`src/rtl/sha256_kw_if.sv`:
```
// K+W word stream from the round-constant sequencer to the SHA-256 compression core.
interface sha256_kw_if;
    logic [31:0] kw_data;
    logic        kw_valid;
    logic        kw_ready;
    logic [5:0]  kw_round;
    logic        kw_last;

    modport master (output kw_data, kw_valid, kw_round, kw_last, input kw_ready);
    modport slave  (input kw_data, kw_valid, kw_round, kw_last, output kw_ready);
endinterface

```
`src/rtl/sha256_kw_sequencer.sv`:
```
// Expands one message block into W_0..W_63 and streams K_t + W_t to the
// compression core, addressing the combinational K ROM one round ahead.
module sha256_kw_sequencer #(
    parameter int NUM_ROUNDS = 64
) (
    input  logic          clk,
    input  logic          reset,
    input  logic          start,
    input  logic [511:0]  block_in,
    output logic [5:0]    k_address,
    input  logic [31:0]   k_data,
    sha256_kw_if.master   kw,
    output logic          busy,
    output logic          done
);
    typedef enum logic [1:0] {S_IDLE, S_RUN, S_DRAIN} state_e;

    localparam logic [6:0] LAST_T = 7'(NUM_ROUNDS - 1);

    state_e      state_q, state_d;
    logic [6:0]  t_q, t_d;
    logic [5:0]  k_address_q, k_address_d;
    logic [31:0] kw_data_q, kw_data_d;
    logic        kw_valid_q, kw_valid_d;
    logic [5:0]  kw_round_q, kw_round_d;
    logic        kw_last_q, kw_last_d;
    logic        busy_q, busy_d;
    logic        done_q, done_d;
    logic [31:0] w_q [16];
    logic [31:0] w_d [16];
    logic        advance;

    function automatic logic [31:0] sigma0(input logic [31:0] x);
        return {x[6:0], x[31:7]} ^ {x[17:0], x[31:18]} ^ (x >> 3);
    endfunction

    function automatic logic [31:0] sigma1(input logic [31:0] x);
        return {x[16:0], x[31:17]} ^ {x[18:0], x[31:19]} ^ (x >> 10);
    endfunction

    always_comb begin
        // NOTE: every _d gets its hold value first so no path leaves it unassigned (no latches).
        state_d     = state_q;
        t_d         = t_q;
        k_address_d = k_address_q;
        kw_data_d   = kw_data_q;
        kw_valid_d  = kw_valid_q;
        kw_round_d  = kw_round_q;
        kw_last_d   = kw_last_q;
        done_d      = 1'b0;
        w_d         = w_q;
        advance     = !kw_valid_q || kw.kw_ready;

        case (state_q)
            S_IDLE: begin
                // The done cycle still reads as IDLE; a start there must not launch a block.
                if (start && !done_q) begin
                    for (int i = 0; i < 16; i++) begin
                        w_d[i] = block_in[511 - 32*i -: 32];
                    end
                    t_d         = '0;
                    k_address_d = '0;
                    state_d     = S_RUN;
                end
            end
            S_RUN: begin
                if (advance) begin
                    kw_data_d  = w_q[0] + k_data;
                    kw_round_d = t_q[5:0];
                    kw_last_d  = (t_q == LAST_T);
                    kw_valid_d = 1'b1;
                    for (int i = 0; i < 15; i++) begin
                        w_d[i] = w_q[i+1];
                    end
                    w_d[15]     = sigma1(w_q[14]) + w_q[9] + sigma0(w_q[1]) + w_q[0];
                    t_d         = t_q + 7'd1;
                    k_address_d = t_d[5:0];
                    if (t_q == LAST_T) begin
                        state_d = S_DRAIN;
                    end
                end
            end
            S_DRAIN: begin
                if (kw_valid_q && kw.kw_ready) begin
                    kw_valid_d = 1'b0;
                    kw_last_d  = 1'b0;
                    done_d     = 1'b1;
                    state_d    = S_IDLE;
                end
            end
            default: state_d = S_IDLE;
        endcase

        busy_d = (state_d != S_IDLE);
    end

    // NOTE: sequential state is updated with <= so all flops sample pre-edge values.
    always_ff @(posedge clk) begin
        if (reset) begin
            state_q     <= S_IDLE;
            t_q         <= '0;
            k_address_q <= '0;
            kw_data_q   <= '0;
            kw_valid_q  <= 1'b0;
            kw_round_q  <= '0;
            kw_last_q   <= 1'b0;
            busy_q      <= 1'b0;
            done_q      <= 1'b0;
        end else begin
            state_q     <= state_d;
            t_q         <= t_d;
            k_address_q <= k_address_d;
            kw_data_q   <= kw_data_d;
            kw_valid_q  <= kw_valid_d;
            kw_round_q  <= kw_round_d;
            kw_last_q   <= kw_last_d;
            busy_q      <= busy_d;
            done_q      <= done_d;
        end
    end

    // NOTE: the window is fully reloaded at every start, so it carries no reset.
    always_ff @(posedge clk) begin
        w_q <= w_d;
    end

    assign k_address   = k_address_q;
    assign kw.kw_data  = kw_data_q;
    assign kw.kw_valid = kw_valid_q;
    assign kw.kw_round = kw_round_q;
    assign kw.kw_last  = kw_last_q;
    assign busy        = busy_q;
    assign done        = done_q;
endmodule

```
`src/flat_wrapper.sv`:
```
// flat-port wrapper written by rule: the top's interface ports become plain ports
module sha256_kw_sequencer_flat 
#(
    parameter int NUM_ROUNDS = 64
)
  (clk, reset, start, block_in, k_address, k_data, busy, done, kw_kw_data, kw_kw_valid, kw_kw_round, kw_kw_last, kw_kw_ready);
  sha256_kw_if kw_i ();
  input  logic clk;
  input  logic reset;
  input  logic start;
  input  logic [511:0] block_in;
  output logic [5:0] k_address;
  input  logic [31:0] k_data;
  output logic busy;
  output logic done;
  output wire logic [$bits(kw_i.kw_data)-1:0] kw_kw_data;
  output wire logic [$bits(kw_i.kw_valid)-1:0] kw_kw_valid;
  output wire logic [$bits(kw_i.kw_round)-1:0] kw_kw_round;
  output wire logic [$bits(kw_i.kw_last)-1:0] kw_kw_last;
  input wire logic [$bits(kw_i.kw_ready)-1:0] kw_kw_ready;
  assign kw_kw_data = kw_i.kw_data;
  assign kw_kw_valid = kw_i.kw_valid;
  assign kw_kw_round = kw_i.kw_round;
  assign kw_kw_last = kw_i.kw_last;
  assign kw_i.kw_ready = kw_kw_ready;
  sha256_kw_sequencer #(.NUM_ROUNDS(NUM_ROUNDS)) u_core (.clk(clk), .reset(reset), .start(start), .block_in(block_in), .k_address(k_address), .k_data(k_data), .kw(kw_i), .busy(busy), .done(done));
endmodule
```
`config.mk`:
```
export PLATFORM = sky130hd
export DESIGN_NAME = sha256_kw_sequencer_flat
export DESIGN_NICKNAME = d
export VERILOG_FILES = /design/src/rtl/sha256_kw_if.sv /design/src/rtl/sha256_kw_sequencer.sv /design/src/flat_wrapper.sv
export SDC_FILE = /design/constraint.sdc
export NUM_CORES = 1
export LEC_CHECK = 0
export CAP_MARGIN = 20
export CORE_MARGIN = 5
export CORE_UTILIZATION = 50
export CTS_CLUSTER_DIAMETER = 40
export CTS_CLUSTER_SIZE = 30
export DETAILED_ROUTE_END_ITERATION = 8
export PLACE_DENSITY = 0.79
export SETUP_SLACK_MARGIN = 0.2
export SLEW_MARGIN = 40
export SYNTH_ARGS = -nofsm -noshare
export SYNTH_HDL_FRONTEND = slang
export SYNTH_SLANG_ARGS = --single-unit
export TNS_END_PERCENT = 20
```
`constraint.sdc`:
```
create_clock -name clk -period 18.5 [get_ports clk]
set_input_delay 3.7 -clock clk [delete_from_list [all_inputs] [get_ports clk]]
set_output_delay 3.7 -clock clk [all_outputs]
set_load 0.005 [all_outputs]
```
==> out/metrics.csv, run 1 <==
metric,value,unit
final_core_util,66.6,%
place_area,36000,sq um
path_cells,clkdlybuf4s50_1 -> nor2b_1 -> nor2_2 -> buf_4 -> nor2_1 -> inv_8 -> buf_16 -> buf_6 -> buf_6,
dpl.hpwl,74600,microns
grt_start_max_net_pins,198,
yosysWarnings,0,
cts_resized,0,
ys_seq_elements,563,
grt_pass1_vias,23500,
synth-edff-count,512,
cp-start-kind,input pin,
syn_inst,3141,
cp.required,18770,ps
port_buffers,595,
initial_core_util,50.2,%
synth.logic.top_family,simple AND/OR/NAND/NOR gates,
antenna_found_initial,18,
worst-path-buf-inv,6,
root_buffer,clkbuf_16,
worstSetupPathType,input pin to flop,
drt-initial-drc-count,2757,
tool_warnings,30,
crit_arrival,6940,ps
yosys.area.top_type,edfxtp_1,
vias_per_cell,5.34,
cts_buffers,87,
io_pins,596,
lay_top_cells,"nand2_1 (1570), clkdlybuf4s50_1 (595), edfxtp_1 (512)",
synth_seq_share,55.7,%
finalClockPeriodUsage,36.1,%
vias,24300,
cap_violations,0,
tritoncts,done,
routed_wl,98900,microns
ys_sh_aoi,5.64,%
outcome,finished clean,
slowest_stage,buf_6,
finClkSkew,45.4,ps
synthFlopType,edfxtp_1,
endpoint_kind,flop,
wl_per_cell,21.7,microns
post-route-cell-area,39100,sq um
avgSynthCellArea,9.37,sq um
adder_share,6.96,%
maxSlewViolCount,0,
chip_area,63800,sq um
hp-class,flop to flop,
grt_pass1_wl,141000,microns
fin_hold_ws,452,ps
die_y,253,microns
syn_to_final_growth,32.9,%
fp.coreArea,58700,sq um
n_fill_cell,4526,
rows,89,
grt_overflow,0,
mostFrequentLayoutCell,nand2_1,
leakage,16.8,nW
ant_nets,0,
relSlewSlack,42.9,%
xor_share,5.00,%
hold_viol_final,0,
crit_path_max_incr_delay,600,ps
cts_buffer_depth,3,
ys_cells,3141,
ys_area,29400,sq um
cts_max_level,3,
layout-drive-gt1-share,4.93,%
setup_ws,11820,ps
synthMuxAreaShare,0.102,%
synth_cell_types,62,
cts_setup_buffers,0,
setup_viol,0,
track_usage,29.6,%
tightestPinTransition,847,ps
critPathTopFamily,buffers and inverters,
rsz0062_at_grt,false,
cpMostUsedCell,buf_6,
fin_tns_setup,0,ps
topCellsByArea,"edfxtp_1 (52%), nand2_1 (20%), fa_1 (4.3%)",
first_pass_iters,7,
synth_area,29400,sq um
p_per_area,142,nW/um^2
vdd_drop_max,0.000105,V
cts_sinks,563,
path_clk_slew,60,ps
netlist.area_leader.share,52.2,%
simple_gate_share,22.9,%
pre_cts_ws,10870,ps
worstPathMaxFanout,87,
max_freq,150,MHz
ctsHoldBuffers,0,
clkLatencyLatePin,640,ps
period_needed,6680,ps
nNetsFinal,4370,
synth.net_count,3815,
globalplace.congestion,0.938,
drcViolationCount,0,
async_flop_share,0,%
fp.dieW,253,microns
==> run 1: cell usage after synthesis, drive strengths merged (6+ instances only) <==
cell	instances
o21ai	66
nand4	18
nor3	14
fa	63
nand3	20
ha	63
dfxtp	51
o31ai	7
buf	17
o21a	7
and3	6
nor2b	8
edfxtp	512
o21bai	12
a21o	31
clkbuf	133
nand2	1570
inv	136
xnor2	135
nor2	61
a211oi	13
a21oi	88
xor2	33
==> run 1: worst reg2reg max path: stages (launching register included) <==
cell and delay [ps]:
edfxtp_1 520, xnor2_1 200, xnor2_1 410, fa_1 540
fa_1 450, ha_1 240, fa_1 480, a21oi_1 190
nand4b_1 160, a31oi_1 160, a21oi_1 440, o21ai_1 270
a311oi_1 370, xor2_1 320, o21ai_0 150
==> run 1: worst paths after layout <==
check                         end                 start  slack [ps]  depth (start not counted)
max               u_core.w_q[249]           kw_kw_ready       11820                          9
min          u_core.kw.kw_data[7]  u_core.kw.kw_data[7]         450                          2
max reg2reg        u_core.w_q[27]       u_core.w_q[456]       13320                         14
min reg2reg  u_core.kw.kw_data[7]  u_core.kw.kw_data[7]         450                          2
==> run 1: power breakdown <==
part           internal [W]  leakage [nW]  switching (W)
Sequential          0.00162          5.52       0.000121
Clock              0.000981          1.43       0.000672
Combinational      0.000876          9.87        0.00130
==> run 1: layer usage <==
metal / global-route usage (%) / share of wire (%) / routed length [microns] / vias up
met5: 0 / 0.070 / 69 / -
met4: 10.5 / 3.7 / 3650 / 10
met3: 6.49 / 9.6 / 9500 / 188
met2: 48.8 / 48 / 47500 / 1250
met1: 39.1 / 39 / 38200 / 11400
li1: - / - / - / 11400
==> run 1: layout make-up <==
class                      instances  area [sq um]  share of cell area, %
tap                              773           967                   2.47
clock buffer                      91          2190                   5.61
multi-input combinational       2292         12000                   30.6
inverter                         136           518                   1.32
clock inverter                    71           795                   2.03
timing repair buffer             616          6240                   16.0
sequential                       563         16400                   41.9
antenna                           12          30.0                 0.0768
==> run 1: flip-flops by register name, indices dropped and copies added (netlist names) <==
name                cells
u_core.w_q            512
u_core.kw.kw_data      32
u_core.kw.kw_round      6
u_core.k_address        5
u_core.state_q          2
u_core.t_q              2
u_core.busy             1
u_core.done             1
u_core.kw.kw_last       1
u_core.kw.kw_valid      1
==> run 1: cell families after synthesis <==
| logic type | Yosys count |
|---|---|
| and+or+nand+nor | 1730 |
| DFF | 563 |
| buffers and inverters | 286 |
| AOI/OAI and AO/OA | 265 |
| xor gates and xnor gates | 168 |
| adders and majority gates | 126 |
| muxes | 3 |
==> run 1: metrics by stage <==
stage          total power, W  instances
6_report              0.00557       4554
5_1_grt               0.00586       4552
4_1_cts               0.00555       4540
3_5_place_dp          0.00389       4378
3_3_place_gp          0.00385       4376
2_1_floorplan         0.00322       3141
Run 1, the metal 1 layer:
Supply wires on this layer in gray.
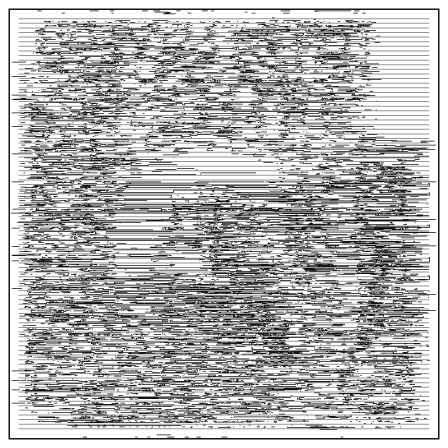
The longest straight run is 72.2 microns. The wires run mostly horizontal.

Run 1, the metal 2 layer:
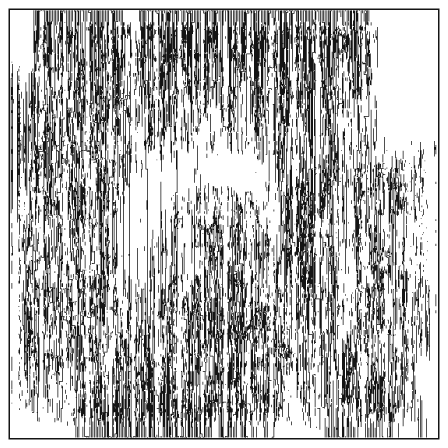
The layer holds 48% of the routed length. 3540 nets have wire on it.

Run 1, signal wires on met3:
Bar = 100 microns.
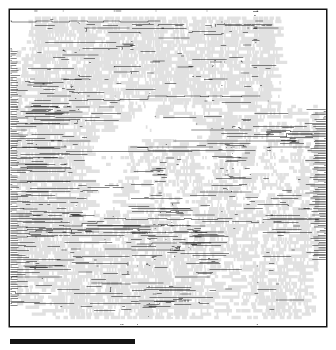
611 nets have wire on it. The layer carries 9500 microns of wire. The longest straight run is 101 microns.

==> inputs of run 2 (changes only) <==
--- a/config.mk
+++ b/config.mk
@@ -7,11 +7,11 @@
 export LEC_CHECK = 0
 export CAP_MARGIN = 20
 export CORE_MARGIN = 5
-export CORE_UTILIZATION = 50
+export CORE_UTILIZATION = 47
 export CTS_CLUSTER_DIAMETER = 40
 export CTS_CLUSTER_SIZE = 30
 export DETAILED_ROUTE_END_ITERATION = 8
-export PLACE_DENSITY = 0.79
+export PLACE_DENSITY = 0.78
 export SETUP_SLACK_MARGIN = 0.2
 export SLEW_MARGIN = 40
 export SYNTH_ARGS = -nofsm -noshare
==> constraint.sdc (replaced) <==
create_clock -name clk -period 5.9 [get_ports clk]
set_input_delay 1.18 -clock clk [delete_from_list [all_inputs] [get_ports clk]]
set_output_delay 1.18 -clock clk [all_outputs]
set_load 0.005 [all_outputs]
Run 2, signal wires on met3:
Bar = 100 microns.
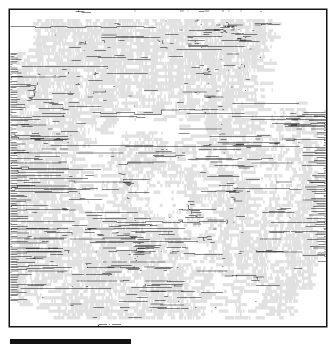
The layer carries 8500 microns of wire. The layer holds 8.3% of the routed length. 572 nets have wire on it. The wires run mostly horizontal.

==> out/metrics.csv, run 2 <==
metric,value,unit,change
outcome,finished clean,,unchanged
largest_reg_flops,512,,unchanged
crit_arrival,5150,ps,was 6940 ps
cts_resized,0,,unchanged
routed_wl,102000,microns,was 98900 microns
layout-drive-gt1-share,5.40,%,was 4.93%
root_buffer,clkbuf_16,,unchanged
async_flop_share,0,%,unchanged
port_buffers,595,,unchanged
fin_tns_setup,0,ps,unchanged
synth-edff-count,512,,unchanged
yosys.area.top_type,edfxtp_1,,unchanged
fp.dieW,260,microns,was 253 microns
ctsHoldBuffers,0,,unchanged
nNetsFinal,4376,,was 4370
power_frac_seq,30.4,%,was 31.3%
path_cells,xnor2_1 -> xnor2_1 -> fa_1 -> fa_1 -> ha_1 -> fa_1 -> a21oi_1 -> nand4b_1 -> a31oi_1 -> a21oi_1 -> o21ai_1 -> a221oi_1 -> mux2i_1 -> nand4b_1,,was clkdlybuf4s50_1 -> nor2b_1 -> nor2_2 -> buf_4 -> nor2_1 -> inv_8 -> buf_16 -> buf_6 -> buf_6
die_y,260,microns,was 253 microns
ys_area,29400,sq um,unchanged
netlist.area_leader.share,52.2,%,unchanged
reg2reg_setup_slack,1120,ps,was 13320 ps
fp.coreArea,61800,sq um,was 58700 sq um
antenna_found_initial,29,,was 18
drcViolationCount,0,,unchanged
critical_path_depth,14,,was 9
cts_buffer_depth,3,,unchanged
drt-initial-drc-count,2706,,was 2757
synth.net_count,3815,,unchanged
top_usage_layer,met2,,unchanged
synthFlopType,edfxtp_1,,unchanged
met3_usage,6.50,%,was 6.49%
yosysWarnings,0,,unchanged
synth_seq_share,55.7,%,unchanged
setup_viol,0,,unchanged
hold_viol_final,0,,unchanged
crit_path_max_incr_delay,510,ps,was 600 ps
cp-start-kind,flop,,was input pin
worstPathMaxFanout,4,,was 87
worstReg2RegEnd,u_core.w_q[31],,was u_core.w_q[27]
swShare,36.8,%,was 37.5%
clkLatencyLatePin,630,ps,was 640 ps
slowest_stage,fa_1,,was buf_6
period_needed,4780,ps,
fin_hold_ws,449,ps,was 452 ps
use_met1,37.4,%,was 39.1%
hp-class,flop to flop,,unchanged
initial_core_util,47.6,%,was 50.2%
cts_sinks,563,,unchanged
rows,91,,was 89
met2_usage,48.2,%,was 48.8%
pwr-share-clk,31.1,%,was 29.7%
hold_path_depth,2,,unchanged
r2r_start,u_core.w_q[456],,unchanged
largest-register,u_core.w_q,,unchanged
dpl.hpwl,77400,microns,was 74600 microns
chip_area,67700,sq um,was 63800 sq um
grt_pass1_vias,23400,,was 23500
cap_violations,0,,unchanged
endpoint_kind,flop,,unchanged
max_freq,209,MHz,
intPower,0.0113,W,was 0.00348 W
relSlewSlack,40.1,%,was 42.9%
n_fill_cell,4966,,was 4526
vdd_drop_max,0.000350,V,was 0.000105 V
leakage,17.0,nW,was 16.8 nW
avgSynthCellArea,9.37,sq um,unchanged
power_frac_comb,38.5,%,was 39.0%
worstSetupPathType,flop to flop,,was input pin to flop
power_switching,0.00658,W,was 0.00209 W
syn_to_final_growth,34.4,%,was 32.9%
startpoint,u_core.w_q[456],,was kw_kw_ready
comb_area,12000,sq um,about the same
topCellsByArea,"edfxtp_1 (52%), nand2_1 (20%), fa_1 (4.3%)",,unchanged
worst-path-buf-inv,0,,was 6
rsz0062_at_grt,false,,unchanged
path_clk_slew,50,ps,was 60 ps
cp.required,6270,ps,was 18770 ps
synth_area,29400,sq um,unchanged
grt_overflow,0,,unchanged
run 2: cell count changes in the layout (fill, tap and decap cells not counted), sizes merged:
| cell | delta |
|---|---|
| clkinvlp | -2 |
| clkdlybuf4s50 | -1 |
| bufinv | +4 |
| buf | +4 |
| clkinv | -5 |
| inv | +4 |
| diode | +15 |
| clkbuf | +5 |
run 2: cell families after synthesis:
group / after synthesis / share of synthesized area, %
simple gates: 1730 / 22.9
mux: 3 / 0.102
fa+ha+maj: 126 / 6.96
xor+xnor: 168 / 5.00
flops: 563 / 55.7
buf+inv: 286 / 3.73
compound gates: 265 / 5.64
run 2: worst min-delay path by stage:
stage	startpoint	to	slack (ps)
after global placement	u_core.kw.kw_data[10]	u_core.kw.kw_data[10]	440
after global routing	u_core.kw.kw_data[31]	u_core.kw.kw_data[31]	480
after CTS	u_core.kw.kw_data[31]	u_core.kw.kw_data[31]	450
after detailed placement	u_core.kw.kw_data[31]	u_core.kw.kw_data[31]	440
final	u_core.kw.kw_data[31]	u_core.kw.kw_data[31]	450
after floorplan	u_core.kw.kw_data[31]	u_core.kw.kw_data[31]	440
run 2: power groups by stage:
| stage | logic (W) | registers (W) | clock network, W |
|---|---|---|---|
| 2_1_floorplan | 0.00462 | 0.00544 | 0 |
| 3_3_place_gp | 0.00674 | 0.00547 | 0 |
| 3_5_place_dp | 0.00678 | 0.00549 | 0 |
| 4_1_cts | 0.00684 | 0.00542 | 0.00560 |
| 5_1_grt | 0.00759 | 0.00547 | 0.00578 |
| 6_report | 0.00688 | 0.00543 | 0.00555 |
run 2: metrics by stage:
step                util (%)  power [W]  setup WS (ps)  area [sq um]  cells
global route            64.0     0.0188            851         39500   4636
global placement        58.6     0.0122           1160         36200   4444
detailed placement      58.6     0.0123           1150         36200   4445
finish                  64.0     0.0179           1120         39600   4642
CTS                     63.8     0.0179           1130         39400   4613
floorplan                  -     0.0101          -3690         29500   3141
run 2: per-layer routing:
| layer | routed length (microns) | vias up |
|---|---|---|
| met2 | 50000 | 1114 |
| li1 | - | 11500 |
| met5 | 55 | - |
| met4 | 3330 | 8 |
| met3 | 8500 | 187 |
| met1 | 40300 | 11300 |
run 2: final cells by class:
class                           count  area share [%]
Sequential cell                   563            41.4
Timing Repair Buffer              619            16.0
Inverter                          136            1.30
Tap cell                          837            2.65
Clock buffer                       96            5.97
Antenna cell                       27           0.171
Clock inverter                     72            2.10
Multi-Input combinational cell   2292            30.3
run 2: worst min-delay path, stage by stage, from the launching register on:
cell and delay, ps:
dfxtp_1 300, nand2_1 50, o21ai_1 50
No activity file was given, so power comes from the tool's default toggle rates.
